**Wiring by layer**

(4 px per um)
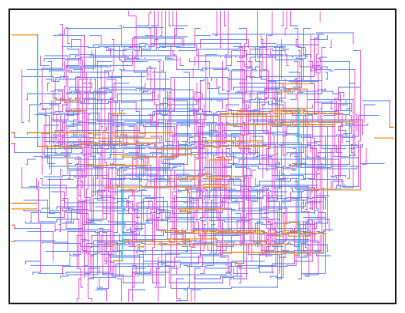
**Pin placement**

(3 px per um) Pins as bars across the die edge, other pins in gray.
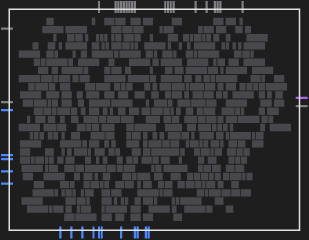
**The metal 2 layer**

(3 px per um)
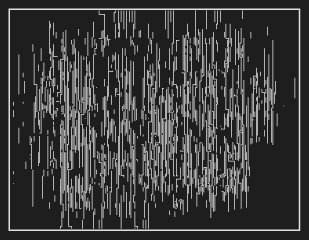
**Nets reached from selected ports**

(4 px per um)
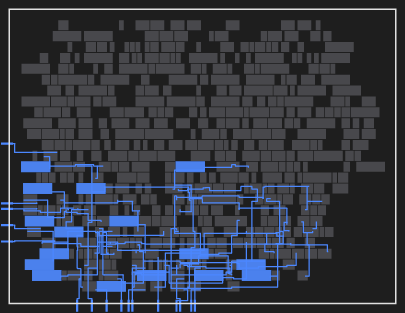
--- src/rtl/clk_div_prog_if.sv ---
// clk_div_prog_if: divisor load channel for clk_div_prog.
//   div_in    - requested divisor (output period in clk cycles)
//   div_valid - div_in is offered by the master
//   div_ready - the divider's pending slot is empty and can take an offer
// modport master: drives div_in/div_valid, observes div_ready.
// modport slave : the divider side.
interface clk_div_prog_if #(
    parameter int unsigned WIDTH = 16
);
    logic [WIDTH-1:0] div_in;
    logic             div_valid;
    logic             div_ready;

    modport master (output div_in, output div_valid, input div_ready);
    modport slave  (input div_in, input div_valid, output div_ready);
endinterface

--- src/rtl/clk_div_prog.sv ---
// clk_div_prog: programmable clock divider with a runtime-loadable divisor.
// A new divisor is accepted into a one-entry pending slot and applied only
// at a period boundary (or while stopped), so div_clk never shows a runt.
//
// Ports:
//   clk     - system clock, rising edge
//   resetn  - synchronous active-low reset
//   en      - run enable; when low the divider is held at phase 0
//   div_if  - divisor load channel (slave modport of clk_div_prog_if)
//   div_clk - registered divided clock level (low floor(D/2), high ceil(D/2))
//   tick    - one-cycle pulse at each period start
//   count   - current phase counter (debug)
//
// Build option: define CLKDIV_PROG_TICK_EN to build the tick register;
// otherwise tick is tied low.
module clk_div_prog #(
    parameter int unsigned WIDTH       = 16,
    parameter int unsigned DEFAULT_DIV = 4
) (
    input  logic             clk,
    input  logic             resetn,
    input  logic             en,
    clk_div_prog_if.slave    div_if,
    output logic             div_clk,
    output logic             tick,
    output logic [WIDTH-1:0] count
);

    typedef enum logic {
        ST_STOP,
        ST_RUN
    } run_state_t;

    run_state_t       r_state;
    run_state_t       w_state_n;
    logic [WIDTH-1:0] r_cnt;
    logic [WIDTH-1:0] w_cnt_n;
    logic [WIDTH-1:0] r_div_q;
    logic [WIDTH-1:0] w_div_q_n;
    logic [WIDTH-1:0] r_pend;
    logic [WIDTH-1:0] w_pend_n;
    logic             r_pend_v;
    logic             w_pend_v_n;
    logic             r_div_clk;
    logic             w_div_clk_n;
    logic             w_accept;
    logic             w_boundary;

    // A period starts on a wrap, and also on the first enabled edge after a
    // stop so that re-enabling always begins cleanly at phase 0.
    assign w_boundary = en && ((r_state == ST_STOP) ||
                               (r_cnt == r_div_q - WIDTH'(1)));
    assign w_accept   = div_if.div_valid && !r_pend_v;

    always_comb begin
        w_state_n  = r_state;
        w_cnt_n    = r_cnt;
        w_div_q_n  = r_div_q;
        w_pend_n   = r_pend;
        w_pend_v_n = r_pend_v;

        if (!en || w_boundary) begin
            w_state_n = en ? ST_RUN : ST_STOP;
            w_cnt_n   = '0;
            if (r_pend_v) begin
                w_div_q_n  = r_pend;
                w_pend_v_n = 1'b0;
            end
        end else begin
            w_cnt_n = r_cnt + WIDTH'(1);
        end

        // Acceptance needs an empty slot, so it never collides with an apply.
        if (w_accept) begin
            w_pend_n   = (div_if.div_in < WIDTH'(2)) ? WIDTH'(2) : div_if.div_in;
            w_pend_v_n = 1'b1;
        end

        // Decoded from next-state values so the register matches cnt/div_q.
        w_div_clk_n = (w_cnt_n >= (w_div_q_n >> 1));
    end

    always_ff @(posedge clk) begin
        if (!resetn) begin
            r_state   <= ST_STOP;
            r_cnt     <= '0;
            r_div_q   <= WIDTH'(DEFAULT_DIV);
            r_pend    <= '0;
            r_pend_v  <= 1'b0;
            r_div_clk <= 1'b0;
        end else begin
            r_state   <= w_state_n;
            r_cnt     <= w_cnt_n;
            r_div_q   <= w_div_q_n;
            r_pend    <= w_pend_n;
            r_pend_v  <= w_pend_v_n;
            r_div_clk <= w_div_clk_n;
        end
    end

`ifdef CLKDIV_PROG_TICK_EN
    logic r_tick;

    always_ff @(posedge clk) begin
        if (!resetn) begin
            r_tick <= 1'b0;
        end else begin
            r_tick <= w_boundary;
        end
    end

    assign tick = r_tick;
`else
    assign tick = 1'b0;
`endif

    assign div_if.div_ready = !r_pend_v;
    assign div_clk          = r_div_clk;
    assign count            = r_cnt;

endmodule

--- src/flat_wrapper.sv ---
// flat-port wrapper written by rule: the top's interface ports become plain ports
module clk_div_prog_flat 
#(
    parameter int unsigned WIDTH       = 16,
    parameter int unsigned DEFAULT_DIV = 4
)
  (clk, resetn, en, div_clk, tick, count, div_if_div_in, div_if_div_valid, div_if_div_ready);
  clk_div_prog_if #(.WIDTH(WIDTH)) div_if_i ();
  input  logic clk;
  input  logic resetn;
  input  logic en;
  output logic div_clk;
  output logic tick;
  output logic [WIDTH-1:0] count;
  input wire logic [$bits(div_if_i.div_in)-1:0] div_if_div_in;
  input wire logic [$bits(div_if_i.div_valid)-1:0] div_if_div_valid;
  output wire logic [$bits(div_if_i.div_ready)-1:0] div_if_div_ready;
  assign div_if_i.div_in = div_if_div_in;
  assign div_if_i.div_valid = div_if_div_valid;
  assign div_if_div_ready = div_if_i.div_ready;
  clk_div_prog #(.WIDTH(WIDTH), .DEFAULT_DIV(DEFAULT_DIV)) u_core (.clk(clk), .resetn(resetn), .en(en), .div_if(div_if_i), .div_clk(div_clk), .tick(tick), .count(count));
endmodule
--- config.mk ---
export PLATFORM = sky130hd
export DESIGN_NAME = clk_div_prog_flat
export DESIGN_NICKNAME = d
export VERILOG_FILES = /design/src/rtl/clk_div_prog_if.sv /design/src/rtl/clk_div_prog.sv /design/src/flat_wrapper.sv
export SDC_FILE = /design/constraint.sdc
export NUM_CORES = 1
export LEC_CHECK = 0
export CORE_ASPECT_RATIO = 0.75
export CORE_MARGIN = 2
export CORE_UTILIZATION = 57
export DETAILED_ROUTE_END_ITERATION = 6
export GPL_ROUTABILITY_DRIVEN = 0
export PLACE_DENSITY = 0.78
export SLEW_MARGIN = 20
export SYNTH_ARGS = -nofsm -noshare
export SYNTH_HDL_FRONTEND = slang
export SYNTH_SLANG_ARGS = --single-unit
--- constraint.sdc ---
create_clock -name clk -period 5.2 [get_ports clk]
set_input_delay 0.78 -clock clk [delete_from_list [all_inputs] [get_ports clk]]
set_output_delay 0.78 -clock clk [all_outputs]
set_load 0.01 [all_outputs]
==> out/qor.log <==
qor: drt.post-route-drc-count 0
qor: synthesis.ys_types 69
qor: run_status.status complete, no violations
qor: worst_setup_path.worstPathMaxFanout 15
qor: cts.postCtsSetupRepairBufs 0
qor: grt.grt_antenna_before_repair 0
qor: die.fp_util 58.4%
qor: cts.cts.htree.levels 2
qor: cells_and_area.post_route_cells_drive_above_1_share 8.05%
qor: cells_and_area.fill_cells 530
qor: worst_setup_path.cpLargestDelayFamily AND-OR/OR-AND gates
qor: cts.clock_transition_at_the_registers_of_the_reported_paths 0.10 ns
qor: placement.detailedPlacementHpwl 7230 um
qor: drt.dr_wl_met3 628 um
qor: synthesis.ys_ff 51
qor: die.rows 25
qor: sta.grt_setup_unrepaired no
qor: worst_setup_path.worst_path_max_delay_cell or3b_2
qor: cells_and_area.synthToLayoutAreaGrowth 10.7%
qor: synthesis.enable_flop_cells 0
qor: worst_setup_path.cell_by_cell_listing_of_the_critical_path inv_1, ha_1, or3b_2, nor4_1, mux2i_1, a211o_1, o2111ai_4, a21oi_2, buf_4, mux2_2, ha_1, nand2b_1, a21o_1, a21oi_1, nor2b_1, o21ai_0, a31o_2, o211ai_1
qor: power.power.total 830 uW
qor: run.cap_violations 0
qor: cts.holdBufCountCts 0
qor: synthesis.synthesis.nets 475
qor: sta.finalHoldViolCount 0
qor: drt.postRouteAntennaNets 0
qor: cells_and_area.postLayoutCoreUtil 64.7%
qor: drt.detail_route.wirelength.met1 4690 um
qor: synthesis.ys_async_sr_fraction 0%
qor: worst_setup_path.critical_path.startpoint u_core.r_div_q[1]$_SDFF_PN0_
qor: cells_and_area.layout.cells.most_common dfxtp_1
qor: worst_setup_path.kind_of_end_point_of_the_critical_path flop
qor: grt.grt_pass1_vias 3,009
qor: grt.grtUsageMet1 44.1%
qor: grt.grt_pass1_wl 15,600 um
qor: power.powerDensity 206 nW/um2
qor: synthesis.avgSynthCellArea 8.30 um2
About 'wiring by layer':
legend:
  metal 2:
    color: magenta
    wire_length: 4,350 um
  metal 4:
    color: cyan
    wire_length: 140 um
  metal 3:
    color: orange
    wire_length: 628 um
  metal 1:
    color: blue
    wire_length: 4,690 um
routed length per instance: 18.6 um
DRT Wirelength: 9800 um
vias after detailed routing: 3,357
total routing usage reported by global routing: 29.0%

About 'pin placement':
legend:
  resetn:
    color: purple
    pins: 1
    direction: input
    edge: east
  count:
    color: blue
    pins: 16
    direction: output
    edge: 11 south, 5 west
all pins by edge: 19 north, 11 south, 7 west, 2 east
number of buffers added on ports: 37
die boundary width: 96.2 um
vertical die dimension: 73.2 um

About 'the metal 2 layer':
main direction: vertical
share of all routed wire: 44%
wire length on this layer: 4,350 um
met2 layer usage reported by global route: 42.8%

About 'nets reached from selected ports':
legend:
  count:
    color: blue
    bits: 16
    direction: output
    edge: 11 south, 5 west
    end_cells: 16
    buffers: 16
    wire: 1,130 um
Top Ports: 39

[worst min-delay path by stage]
stage | startpoint | to | slack, ns | cells past startpoint
after global placement | u_core.r_pend[8]$_SDFFE_PN0P_ | u_core.r_pend[8]$_SDFFE_PN0P_ | 0.49 | 2
after detailed placement | u_core.r_pend[7]$_SDFFE_PN0P_ | u_core.r_pend[7]$_SDFFE_PN0P_ | 0.49 | 2
after floorplan | u_core.r_pend[13]$_SDFFE_PN0P_ | u_core.r_pend[13]$_SDFFE_PN0P_ | 0.46 | 2
final | u_core.r_pend[7]$_SDFFE_PN0P_ | u_core.r_pend[7]$_SDFFE_PN0P_ | 0.51 | 2
after global routing | u_core.r_pend[7]$_SDFFE_PN0P_ | u_core.r_pend[7]$_SDFFE_PN0P_ | 0.54 | 2
after CTS | u_core.r_pend[7]$_SDFFE_PN0P_ | u_core.r_pend[7]$_SDFFE_PN0P_ | 0.51 | 2
[area by class of cell]
class	instances	area, um2	area share, %
multi-input combinational	340	2380	59.0
sequential	51	1020	25.4
timing repair buffer	40	393	9.76
tap	81	101	2.52
clock buffer	7	96.3	2.39
inverter	8	30.0	0.746
clock inverter	1	7.51	0.186
[cells by family (layout without fill, tap and decap cells)]
logic type	Yosys count	in the layout	synth area share, %
simple gates	186	186	28.0
compound gates	87	87	18.4
flops	51	51	28.1
buf+inv	47	56	6.74
xor+xnor	32	32	8.08
fa+ha+maj	17	17	5.85
mux	17	17	4.71
other cells	1	1	0.103
[cells in the mapped netlist, types with 3 or more instances]
| master | number | area (um2) |
|---|---|---|
| dfxtp_1 | 51 | 1020 |
| nand2_1 | 43 | 161 |
| nor2_1 | 28 | 105 |
| clkbuf_1 | 25 | 93.8 |
| a21oi_1 | 19 | 95.1 |
| nor2b_1 | 19 | 119 |
| nor3_1 | 19 | 95.1 |
| ha_1 | 17 | 213 |
| xnor2_1 | 17 | 149 |
| mux2i_1 | 16 | 160 |
| a21boi_0 | 15 | 113 |
| and3_1 | 14 | 87.6 |
| nor4_1 | 14 | 87.6 |
| xor2_1 | 14 | 123 |
| nand3_1 | 9 | 45.0 |
| a221o_1 | 8 | 80.1 |
| a221o_2 | 7 | 78.8 |
| inv_1 | 7 | 26.3 |
| o21ai_0 | 7 | 35.0 |
| buf_6 | 6 | 67.6 |
| nand4_1 | 5 | 31.3 |
| or3_1 | 5 | 31.3 |
| a21o_1 | 4 | 30.0 |
| o211ai_1 | 4 | 30.0 |
| a211oi_1 | 3 | 22.5 |
| and2_1 | 3 | 18.8 |
| buf_2 | 3 | 15.0 |
| nor3b_1 | 3 | 22.5 |
[where the power goes]
group          total, uW  switching, uW  internal (uW)
clock                261            140            121
sequential           424           21.3            403
combinational        145           78.3           66.4
total                830            239            591
[through the flow]
| stage | hold slack, ns | setup WS (ns) | area [um2] | instances |
|---|---|---|---|---|
| final | 0.506 | 0.555 | 4030 | 528 |
| after floorplan | 0.465 | 1.09 | 3640 | 438 |
| after detailed placement | 0.493 | 0.763 | 3920 | 520 |
| after CTS | 0.506 | 0.669 | 4020 | 528 |
| after global placement | 0.490 | 0.921 | 3920 | 520 |
| after global routing | 0.538 | 0.367 | 4030 | 528 |
Power figures rest on the tool's default switching activity, not on a simulated workload.
